==> config.mk <==
export PLATFORM = sky130hd
export DESIGN_NAME = scan_display_ctrl
export DESIGN_NICKNAME = d
export VERILOG_FILES = /design/src/rtl/scan_display_ctrl.sv
export SDC_FILE = /design/constraint.sdc
export NUM_CORES = 1
export LEC_CHECK = 0
export CAP_MARGIN = 20
export CORE_ASPECT_RATIO = 1.25
export CORE_MARGIN = 2
export CORE_UTILIZATION = 46
export CTS_BUF_LIST = sky130_fd_sc_hd__clkbuf_4 sky130_fd_sc_hd__clkbuf_8
export CTS_CLUSTER_SIZE = 28
export DETAILED_ROUTE_END_ITERATION = 8
export PLACE_DENSITY = 0.65
export SLEW_MARGIN = 20
export SYNTH_ARGS = -nofsm -noshare
export SYNTH_HDL_FRONTEND = slang
export SYNTH_SLANG_ARGS = --single-unit
==> constraint.sdc <==
create_clock -name clk -period 4.62 [get_ports clk]
set_input_delay 0.693 -clock clk [delete_from_list [all_inputs] [get_ports clk]]
set_output_delay 0.693 -clock clk [all_outputs]
set_load 0.02 [all_outputs]
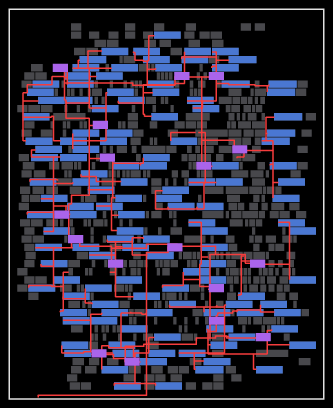
*Clock wires, drivers and flops*
(3 px per um)
- cells driving clock nets: purple (count 17)
- flip-flops: blue (count 129)
- clock wires: red (length 1570 um)
- routed clock nets: 18
- flops lie: spread over the die
part of the power in the clock network: 0.372
power consumed by the clock network: 1.00 mW
insertion delay to the later sink of the worst-skew pair: 0.44 ns
clock skew after layout: 0.0133 ns

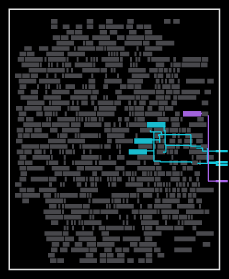
*I/O nets highlighted*
(2 px per um)
- `frame_done`: purple (bits 1; direction output; edge right; end cells 1; buffers 1; wire 38.4 um)
- `sel`: cyan (bits 3; direction output; edge right; end cells 3; buffers 3; wire 145 um)
number of port buffers: 65
total I/O pin count: 66

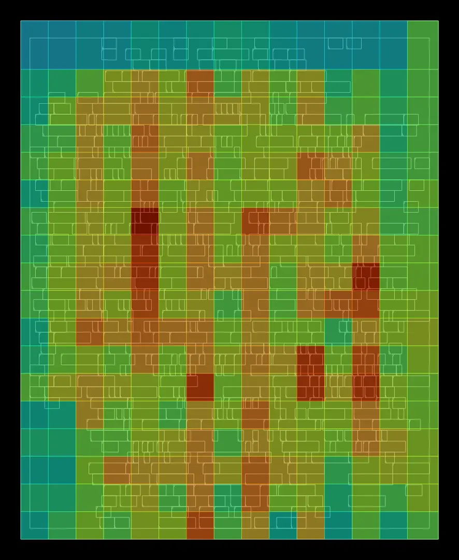
*Routing congestion*
global-route layer with the greatest usage: met2
M3 GR Usage: 0.0493
post-detailed-route wirelength per cell: 14.5 um
all-layer global routing usage: 0.182

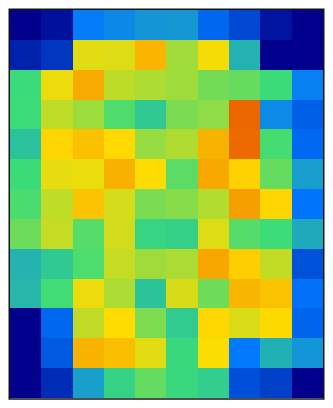
*Cell area per tile*
(3 px per um) 10 x 13 tiles, from dark blue (low) to red (high), 0 to 100% covered.
- nearly empty tiles: 6.2%
- fullest tile: 88%
- emptiest ninth of the die: top right
core area: 0.0122 mm2
floorplan core density: 0.474
Core Util, Final: 0.576

==> run summary <==
Physical implementation

The run finished with clean final reports. The summed instance area of the synthesized netlist is slightly below 0.006 mm2. The number of antenna diodes in the final layout is 0. By instance count after routing, the leading logic cell type is sky130_fd_sc_hd__nand2_1. The relative contribution of sequential cells to total power is 0.491.

The combinational power is approximately 0.37 mW. The critical path class is reg -> reg. The slowest cell on the critical path is sky130_fd_sc_hd__a31oi_4. The total global routing overflow is 0.

The number of synthesis warnings is 0. The switching portion of total power comes to 0.262. Registers represent a cell area share of 0.460. The number of cell rows is roughly 45. The portion of the post-synthesis area used by sequential elements is 0.559. The post-synthesis sequential element count is about 130. The number of clock sinks is 129. The final hold violation count recorded for this run is 0.

The total of endpoints with negative setup slack in the final report is 0. The chip area line of the yosys report is between 0.005 and 0.006 mm2. The net total in the final layout is ~660.
[metal layers]
layer | vias to the layer above | part of all wire | GRT usage
li1 | 1896 | - | -
met5 | - | 0 | 0
met4 | 0 | 0.012 | 0.0684
met3 | 13 | 0.039 | 0.0493
met1 | 1927 | 0.46 | 0.233
met2 | 71 | 0.49 | 0.300
[cells by family after synthesis]
kind of cell,after synthesis,share of synthesized area
xor+xnor,14,0.0212
fa+ha+maj,14,0.0303
mux,78,0.151
buf+inv,33,0.0244
flops,129,0.559
simple gates,225,0.169
compound gates,32,0.0454
[through the flow]
step	instances	setup slack [ns]	area, um2	power [mW]
after detailed placement	737	0.413	6600	1.72
after global routing	769	0.0876	7030	2.84
after floorplan	525	0.861	5790	1.58
after CTS	769	0.402	7020	2.74
final	769	0.415	7030	2.70
after global placement	737	0.544	6600	1.71
No activity file was given, so power comes from the tool's default toggle rates.
